==> images/sizing.png <==
Scale bar: 20 µm.
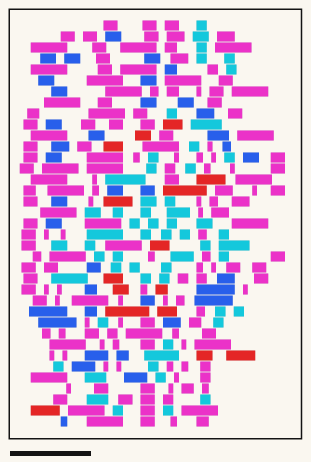
==> images/m4.png <==
Supply wires on this layer in grey.
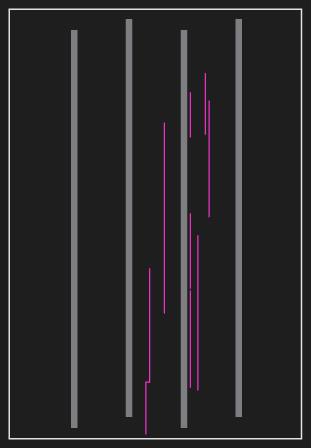
==> images/clock_wires.png <==
Scale bar: 20 µm.
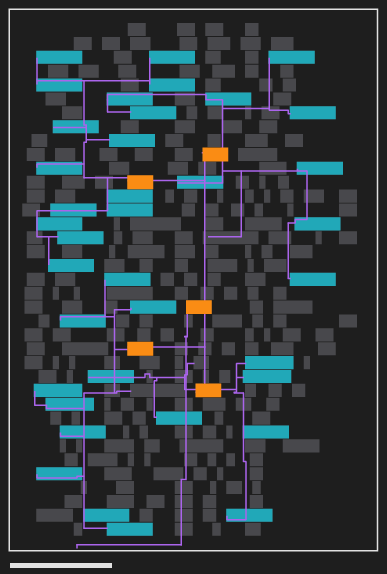
==> images/ff_map.png <==
Other sequential cells in the stronger grey, the rest of the logic in the fainter grey.
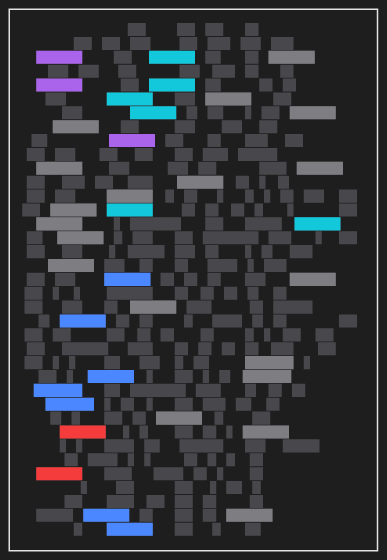
===== src/rtl/song_reader_pkg.sv =====
// Shared definitions for the song sequencer: the song_rom entry layout
// and the sequencer state encoding.
package song_reader_pkg;

    // Entry layout: [15] adv, [14:9] note, [8:3] dur, [2:0] meta
    localparam int ADV_BIT  = 15;
    localparam int NOTE_MSB = 14;
    localparam int NOTE_LSB = 9;
    localparam int DUR_MSB  = 8;
    localparam int DUR_LSB  = 3;
    localparam int META_MSB = 2;
    localparam int META_LSB = 0;

    // A note entry carrying this note number is an empty slot
    localparam logic [5:0] NOTE_REST = 6'd0;

    typedef enum logic [2:0] {
        IDLE   = 3'd0,
        FETCH  = 3'd1,
        DECODE = 3'd2,
        ISSUE  = 3'd3,
        WAIT   = 3'd4,
        DONE   = 3'd5
    } state_t;

endpackage


===== src/rtl/song_reader_if.sv =====
// Note event handshake between the song reader (master) and the
// downstream note player (slave).
interface song_reader_if #(
    parameter int DUR_BITS = 6
) ();

    logic                note_valid;
    logic                note_ready;
    logic [5:0]          note;
    logic [DUR_BITS-1:0] duration;
    logic [2:0]          meta;

    modport master (
        output note_valid,
        output note,
        output duration,
        output meta,
        input  note_ready
    );

    modport slave (
        input  note_valid,
        input  note,
        input  duration,
        input  meta,
        output note_ready
    );

endinterface


===== src/rtl/song_reader_beat_down_counter.sv =====
// Beat tick down-counter used for time-advance entries. Loaded with the
// entry duration, decremented on each enabled beat, flags the last tick.
module beat_down_counter #(
    parameter int DATA_W = 6
) (
    input  logic              clk,
    input  logic              rst_n,
    input  logic              load,
    input  logic [DATA_W-1:0] load_val,
    input  logic              en,
    output logic              terminal
);

    localparam logic [DATA_W-1:0] CNT_ONE = {{(DATA_W-1){1'b0}}, 1'b1};

    logic [DATA_W-1:0] r_cnt;

    // Load has priority; decrement stops at zero so a stray enable cannot wrap
    always_ff @(posedge clk or negedge rst_n) begin
        if (!rst_n) begin
            r_cnt <= '0;
        end else if (load) begin
            r_cnt <= load_val;
        end else if (en && (r_cnt != '0)) begin
            r_cnt <= r_cnt - CNT_ONE;
        end
    end

    // The beat that arrives while the count is 1 is the final one
    assign terminal = (r_cnt == CNT_ONE);

endmodule


===== src/rtl/song_reader.sv =====
// Song sequencer: walks one 32-entry song region of song_rom, issues note
// events over a valid/ready handshake and stalls on time-advance entries
// for a counted number of beat ticks. Pulses song_done at the end.
module song_reader
    import song_reader_pkg::*;
#(
    parameter int SONG_BITS = 2,
    parameter int IDX_BITS  = 5,
    parameter int DUR_BITS  = 6
) (
    input  logic                          clk,
    input  logic                          reset_n,
    input  logic                          play,
    input  logic [SONG_BITS-1:0]          song,
    input  logic                          beat,
    output logic [SONG_BITS+IDX_BITS-1:0] rom_addr,
    input  logic [15:0]                   rom_dout,
    song_reader_if.master                 nb,
    output logic                          song_done,
    output logic                          busy
);

    localparam logic [IDX_BITS-1:0] IDX_ONE  = {{(IDX_BITS-1){1'b0}}, 1'b1};
    localparam logic [IDX_BITS-1:0] IDX_LAST = {IDX_BITS{1'b1}};

    state_t                        r_state;
    logic                          r_play_q;
    logic [SONG_BITS-1:0]          r_song_l;
    logic [IDX_BITS-1:0]           r_idx;
    logic [SONG_BITS+IDX_BITS-1:0] r_rom_addr;
    logic                          r_note_valid;
    logic [5:0]                    r_note;
    logic [DUR_BITS-1:0]           r_dur;
    logic [2:0]                    r_meta;
    logic                          r_song_done;
    logic                          r_busy;

    logic                          w_adv;
    logic [5:0]                    w_note;
    logic [DUR_BITS-1:0]           w_dur;
    logic [2:0]                    w_meta;
    logic                          w_abort;
    logic                          w_run;
    logic                          w_advance;
    logic                          w_last;
    logic [IDX_BITS-1:0]           w_idx_nxt;
    logic                          w_cnt_load;
    logic                          w_cnt_en;
    logic                          w_cnt_term;

    // Entry fields straight off the ROM data; only meaningful in DECODE
    assign w_adv  = rom_dout[ADV_BIT];
    assign w_note = rom_dout[NOTE_MSB:NOTE_LSB];
    assign w_dur  = rom_dout[DUR_MSB:DUR_LSB];
    assign w_meta = rom_dout[META_MSB:META_LSB];

    // A new song selection while running restarts the walk and overrides
    // any handshake or beat in the same cycle
    assign w_abort = (r_state != IDLE) && play && (song != r_song_l);
    assign w_run   = play && !w_abort;

    // Conditions that move on to the next entry (empty slot, accepted
    // note, or final beat of a wait)
    assign w_advance = w_run && (
        ((r_state == DECODE) && !w_adv && (w_note == NOTE_REST)) ||
        ((r_state == ISSUE)  && nb.note_ready) ||
        ((r_state == WAIT)   && beat && w_cnt_term));

    assign w_last    = (r_idx == IDX_LAST);
    assign w_idx_nxt = r_idx + IDX_ONE;

    assign w_cnt_load = w_run && (r_state == DECODE) && w_adv && (w_dur != '0);
    assign w_cnt_en   = w_run && (r_state == WAIT) && beat;

    beat_down_counter #(
        .DATA_W (DUR_BITS)
    ) u_beat_cnt (
        .clk      (clk),
        .rst_n    (reset_n),
        .load     (w_cnt_load),
        .load_val (w_dur),
        .en       (w_cnt_en),
        .terminal (w_cnt_term)
    );

    // Sequencer FSM; all outputs are registered here. Pause (play=0) holds
    // every active state because each transition below is gated by play.
    always_ff @(posedge clk or negedge reset_n) begin
        if (!reset_n) begin
            r_state      <= IDLE;
            r_play_q     <= 1'b0;
            r_song_l     <= '0;
            r_idx        <= '0;
            r_rom_addr   <= '0;
            r_note_valid <= 1'b0;
            r_note       <= '0;
            r_dur        <= '0;
            r_meta       <= '0;
            r_song_done  <= 1'b0;
            r_busy       <= 1'b0;
        end else begin
            r_play_q    <= play;
            r_song_done <= 1'b0;
            if (w_abort) begin
                r_song_l     <= song;
                r_idx        <= '0;
                r_rom_addr   <= {song, {IDX_BITS{1'b0}}};
                r_note_valid <= 1'b0;
                r_state      <= FETCH;
            end else if (w_advance) begin
                r_note_valid <= 1'b0;
                if (w_last) begin
                    // Never wrap into the next song's region
                    r_state     <= DONE;
                    r_song_done <= 1'b1;
                end else begin
                    r_idx      <= w_idx_nxt;
                    r_rom_addr <= {r_song_l, w_idx_nxt};
                    r_state    <= FETCH;
                end
            end else begin
                case (r_state)
                    IDLE: begin
                        if (play && !r_play_q) begin
                            r_song_l   <= song;
                            r_idx      <= '0;
                            r_rom_addr <= {song, {IDX_BITS{1'b0}}};
                            r_busy     <= 1'b1;
                            r_state    <= FETCH;
                        end
                    end
                    FETCH: begin
                        if (play) begin
                            r_state <= DECODE;
                        end
                    end
                    DECODE: begin
                        if (play) begin
                            if (!w_adv) begin
                                r_note       <= w_note;
                                r_dur        <= w_dur;
                                r_meta       <= w_meta;
                                r_note_valid <= 1'b1;
                                r_state      <= ISSUE;
                            end else if (w_dur != '0) begin
                                r_state <= WAIT;
                            end else begin
                                r_state     <= DONE;
                                r_song_done <= 1'b1;
                            end
                        end
                    end
                    ISSUE, WAIT: begin
                        // Left only through advance or abort
                    end
                    DONE: begin
                        r_state <= IDLE;
                        r_busy  <= 1'b0;
                    end
                    default: begin
                        r_state <= IDLE;
                        r_busy  <= 1'b0;
                    end
                endcase
            end
        end
    end

    assign rom_addr      = r_rom_addr;
    assign nb.note_valid = r_note_valid;
    assign nb.note       = r_note;
    assign nb.duration   = r_dur;
    assign nb.meta       = r_meta;
    assign song_done     = r_song_done;
    assign busy          = r_busy;

endmodule


===== src/flat_wrapper.sv =====
// flat-port wrapper written by rule: the top's interface ports become plain ports
module song_reader_flat import song_reader_pkg::*;
#(
    parameter int SONG_BITS = 2,
    parameter int IDX_BITS  = 5,
    parameter int DUR_BITS  = 6
)
  (clk, reset_n, play, song, beat, rom_addr, rom_dout, song_done, busy, nb_note_valid, nb_note, nb_duration, nb_meta, nb_note_ready);
  song_reader_if #(.DUR_BITS(DUR_BITS)) nb_i ();
  input  logic clk;
  input  logic reset_n;
  input  logic play;
  input  logic [SONG_BITS-1:0] song;
  input  logic beat;
  output logic [SONG_BITS+IDX_BITS-1:0] rom_addr;
  input  logic [15:0] rom_dout;
  output logic song_done;
  output logic busy;
  output wire logic [$bits(nb_i.note_valid)-1:0] nb_note_valid;
  output wire logic [$bits(nb_i.note)-1:0] nb_note;
  output wire logic [$bits(nb_i.duration)-1:0] nb_duration;
  output wire logic [$bits(nb_i.meta)-1:0] nb_meta;
  input wire logic [$bits(nb_i.note_ready)-1:0] nb_note_ready;
  assign nb_note_valid = nb_i.note_valid;
  assign nb_note = nb_i.note;
  assign nb_duration = nb_i.duration;
  assign nb_meta = nb_i.meta;
  assign nb_i.note_ready = nb_note_ready;
  song_reader #(.SONG_BITS(SONG_BITS), .IDX_BITS(IDX_BITS), .DUR_BITS(DUR_BITS)) u_core (.clk(clk), .reset_n(reset_n), .play(play), .song(song), .beat(beat), .rom_addr(rom_addr), .rom_dout(rom_dout), .nb(nb_i), .song_done(song_done), .busy(busy));
endmodule

===== config.mk =====
export PLATFORM = sky130hd
export DESIGN_NAME = song_reader_flat
export DESIGN_NICKNAME = d
export VERILOG_FILES = /design/src/rtl/song_reader_pkg.sv /design/src/rtl/song_reader_if.sv /design/src/rtl/song_reader_beat_down_counter.sv /design/src/rtl/song_reader.sv /design/src/flat_wrapper.sv
export SDC_FILE = /design/constraint.sdc
export NUM_CORES = 1
export LEC_CHECK = 0
export CAP_MARGIN = 20
export CELL_PAD_IN_SITES_DETAIL_PLACEMENT = 2
export CELL_PAD_IN_SITES_GLOBAL_PLACEMENT = 2
export CORE_ASPECT_RATIO = 1.5
export CORE_MARGIN = 2
export CORE_UTILIZATION = 28
export DETAILED_ROUTE_END_ITERATION = 8
export PLACE_DENSITY = 0.81
export SYNTH_ARGS = -nofsm -noshare
export SYNTH_HDL_FRONTEND = slang
export SYNTH_SLANG_ARGS = --single-unit

===== constraint.sdc =====
create_clock -name clk -period 2 [get_ports clk]
set_input_delay 0.3 -clock clk [delete_from_list [all_inputs] [get_ports clk]]
set_output_delay 0.3 -clock clk [all_outputs]
set_load 0.05 [all_outputs]

==> ci_impl_report.md <==
### Flow metrics

| Metric | Value |
|---|---|
| Logic power comb | 0.00207 W |
| Async S/R FF share, synth | 100.0% |
| Ant diodes | 0 |
| Vias in the first global route | 2048 |
| Critical path class | reg -> reg |
| Crit path largest cell delay | 0.45 ns |
| Number of DRC markers in iteration 0 | 60 |
| Post-Syn Nets | 198 |
| Synth top area share | 47.83% |
| Switching power share of the total | 41.81% |
| Unrepaired setup endpoints after global routing | yes |
| Worst Setup EP | u_core.rom_addr[5]$_DFFE_PN0P_ |
| Period utilization | 104.3% |
| Initial antenna violation count | 0 |
| Synth warn | 0 |
| Combinational share of power | 50.8% |
| VDD IR max | 0.0006594 V |
| Pleak | 1.411 nW |
| Final min period | 2.086 ns |
| Final Slew Violations | 0 |
| Net Sw Power | 0.001703 W |
| Clock Power | 0.000822 W |
| TritonCTS clock tree | done |
| Syn Std Cell Area | 1936 µm² |
| H-tree levels | 2 |
| Worst path cell trace | buf_12 > and4bb_2 > a31oi_4 > a2111oi_4 > buf_4 > nor2_4 > mux2_4 |
| Largest register FFs | 7 |
| Number of enable flip-flop cells | 0 |
| Max power group | combinational cells |
| Slowest-stage cell, CP | a2111oi_4 |
| Max Fclk | 479.4 MHz |
| DRC violations left | 0 |
| Final setup fails | 19 |
| Synthesis area per yosys | 1936 µm² |
| Top cells by count | 37 x dfrtp_1, 17 x nand2_1, 16 x mux2_2 |
| Bufs and invs on worst path | 2 |
| DR pass1 iterations | 4 |
| Clk_skew | 0.008711 ns |
| I/O pin count | 48 |
| Status | finished, violations left |
| Pin count of the biggest net entering global routing | 38 |
| Pwr Density | 1281 nW/µm² |
| Root Driver | clkbuf_8 |
| Hold path depth | 4 |
| CTS sink count | 37 |
| Dominant Register Cell | dfrtp_1 |
| Worst endpoint required time | 2.19 ns |
| Slew HR | 64.26% |
| Clock Tree Buf Depth | 2 |
| Critical path startpoint category | register |
| Gr usage total | 19.49% |
| Most frequent cells in the layout | 42 x buf_4, 40 x clkdlybuf4s50_1, 33 x dfrtp_1 |
| Die x size | 71.89 µm |
| Worst Path Arrival | 2.27 ns |
| Worst hold path endpoint | u_core.u_beat_cnt.r_cnt[3]$_DFFE_PN0P_ |
| Mapped Cells | 170 |
| Overall Power | 0.004073 W |
| Syn avg cell area | 11.39 µm² |
| PortBufs | 47 |
| RR Startpoint | u_core.r_state[0]$_DFFE_PN0P_ |
| Floorplan-stage core utilization | 28.64% |
| Antenna Nets Post-Route | 0 |
| FP Rows | 37 |
| Max capacitance violation total | 0 |
| Ys cells | 170 |
| Num CTS Buffers | 5 |
| CP Launch Point | u_core.r_state[0]$_DFFE_PN0P_ |
| Synth unique cells | 53 |
| RePlAce Congestion | 0.8232 |
| Tool warnings | 31 |
| Commonest non-fill, non-tap cell in the layout | buf_4 |
| Layout cell share with drive strength beyond 1 | 40.82% |
| Measured slew at the worst slew-check pin | 0.5344 ns |
| Area leader, netlist | dfrtp_1 |
| DR vias/cell | 5.238 |
| CP delay by family, top | AND-OR/OR-AND gates |
| Top cells by area | dfrtp_1 48%, mux2_2 9.3%, nand2_1 3.3% |
| Seq/Total Area, Yosys | 47.83% |
| Grt ovf | 0 |
| Failing checks | negative setup slack |
| Hold crit path type | in -> reg |
| Internal | 0.002370 W |
| Min-delay src | rom_dout[6] |
| Chip area | 7608 µm² |
| Dpl hpwl | 4749 µm |
| Core Box Area | 6759 µm² |
| Die height | 105.8 µm |
| Worst Path Max Fanout | 9 |
| Post-route setup slack | -0.08608 ns |
| Yosys top cell by instances | dfrtp_1 |
| R2R setup slack | -0.09 ns |
| CP Depth | 7 |
| Wirelength per Cell | 20.57 µm |
| Worst-path clk slew | 0.09 ns |
| Hold Vio Cnt, Final | 0 |
| Final nets | 294 |
| First-pass GRT wire length | 11180 µm |
| Worst r2r path cells | 7 |
| Worst setup EP type | register |
| Part of the power in registers | 29.1% |
| Reg-to-Reg End | u_core.rom_addr[5]$_DFFE_PN0P_ |
| Ys flops | 37 |
-- sizing.png (at the start) --
- x2: blue (cells 37; share 14%)
- x3 and x4: cyan (cells 57; share 21%)
- x6 and larger: red (cells 15; share 5.6%)
- x1 and smaller: magenta (cells 158; share 59%)
Signal buffers: 97
post-route setup slack: -0.08608 ns
area growth from synthesis to layout: 64.19%
Final Cell Area: 3178 µm²

-- m4.png (at the start) --
- wire length on this layer: 223 µm
- share of all routed wire: 3.2%
- longest straight run: 46.9 µm
routed vias: 1807
final wirelength: 7097 µm

-- clock_wires.png (at the start) --
- clock wires: purple (length 612 µm)
- flip-flops: cyan (count 37)
- clock-net drivers: orange (count 5)
- flops lie: widely spread
- routed clock nets: 6
Clock Power Share: 20.2%
later-pin clock latency in the skew report: 0.30 ns

-- ff_map.png (at the start) --
- `u_core.r_song_l`: red (placed flops 2)
- `u_core.nb.meta`: purple (placed flops 3)
- `u_core.rom_addr`: blue (placed flops 7)
- `u_core.nb.duration`: cyan (placed flops 6)
Register Area: 930.9 µm²
Seq area share: 29.29%
Finished Core Util: 47.02%
Seq group: 0.00118 W

-- repair_timing --
action                     4_1_cts  5_1_grt
resized                         17       17
hold buffers                     1        0
hold endpoints to repair        37        0
setup endpoints to repair       31       31
buffers inserted                 6        5
pin swaps                        6        7
-- logic make-up after synthesis --
logic type / after synthesis / share of synthesized area [%]
fa+ha+maj: 5 / 3.232
xor+xnor: 2 / 0.9051
compound gates: 33 / 13.96
mux: 22 / 12.54
simple gates: 55 / 17.45
buf+inv: 16 / 4.072
flops: 37 / 47.83
-- final cells by class --
| type | instances | area (µm²) |
|---|---|---|
| clock buffers | 5 | 68.82 |
| flip-flops and latches | 37 | 930.9 |
| inverters | 8 | 30.03 |
| clock inverters | 3 | 68.82 |
| fillers | 687 | 3581 |
| well taps | 78 | 97.59 |
| multi-input cells | 117 | 1074 |
| repair buffers | 97 | 908.4 |
-- tightest hold or removal path, delay by kind of cell --
family                 cells  cell delay (ns)
buffers and inverters      2             0.23
AOI/OAI and AO/OA          2             0.11
-- routing by layer --
metal,vias up,wire (µm),global-route usage [%]
met2,44,3989,34.72
li1,822,-,-
met1,921,2666,21.98
met3,20,218,2.868
met4,0,223,9.838
met5,-,0,0
-- per-stage QoR --
| stage | setup TNS, ns | area [µm²] | cells | worst slack (ns) | hold slack [ns] |
|---|---|---|---|---|---|
| after global routing | -2.146 | 3178 | 345 | -0.1663 | 0.3915 |
| final | -0.5149 | 3178 | 345 | -0.08608 | 0.3686 |
| after global placement | -7.129 | 2818 | 325 | -0.3388 | 0.2833 |
| after floorplan | -0.09377 | 1981 | 170 | -0.04689 | 0.004409 |
| after CTS | -0.3926 | 3074 | 340 | -0.04964 | 0.4042 |
| after detailed placement | -10.02 | 2818 | 325 | -0.4637 | 0.2906 |
Power and IR drop assume default switching activity.
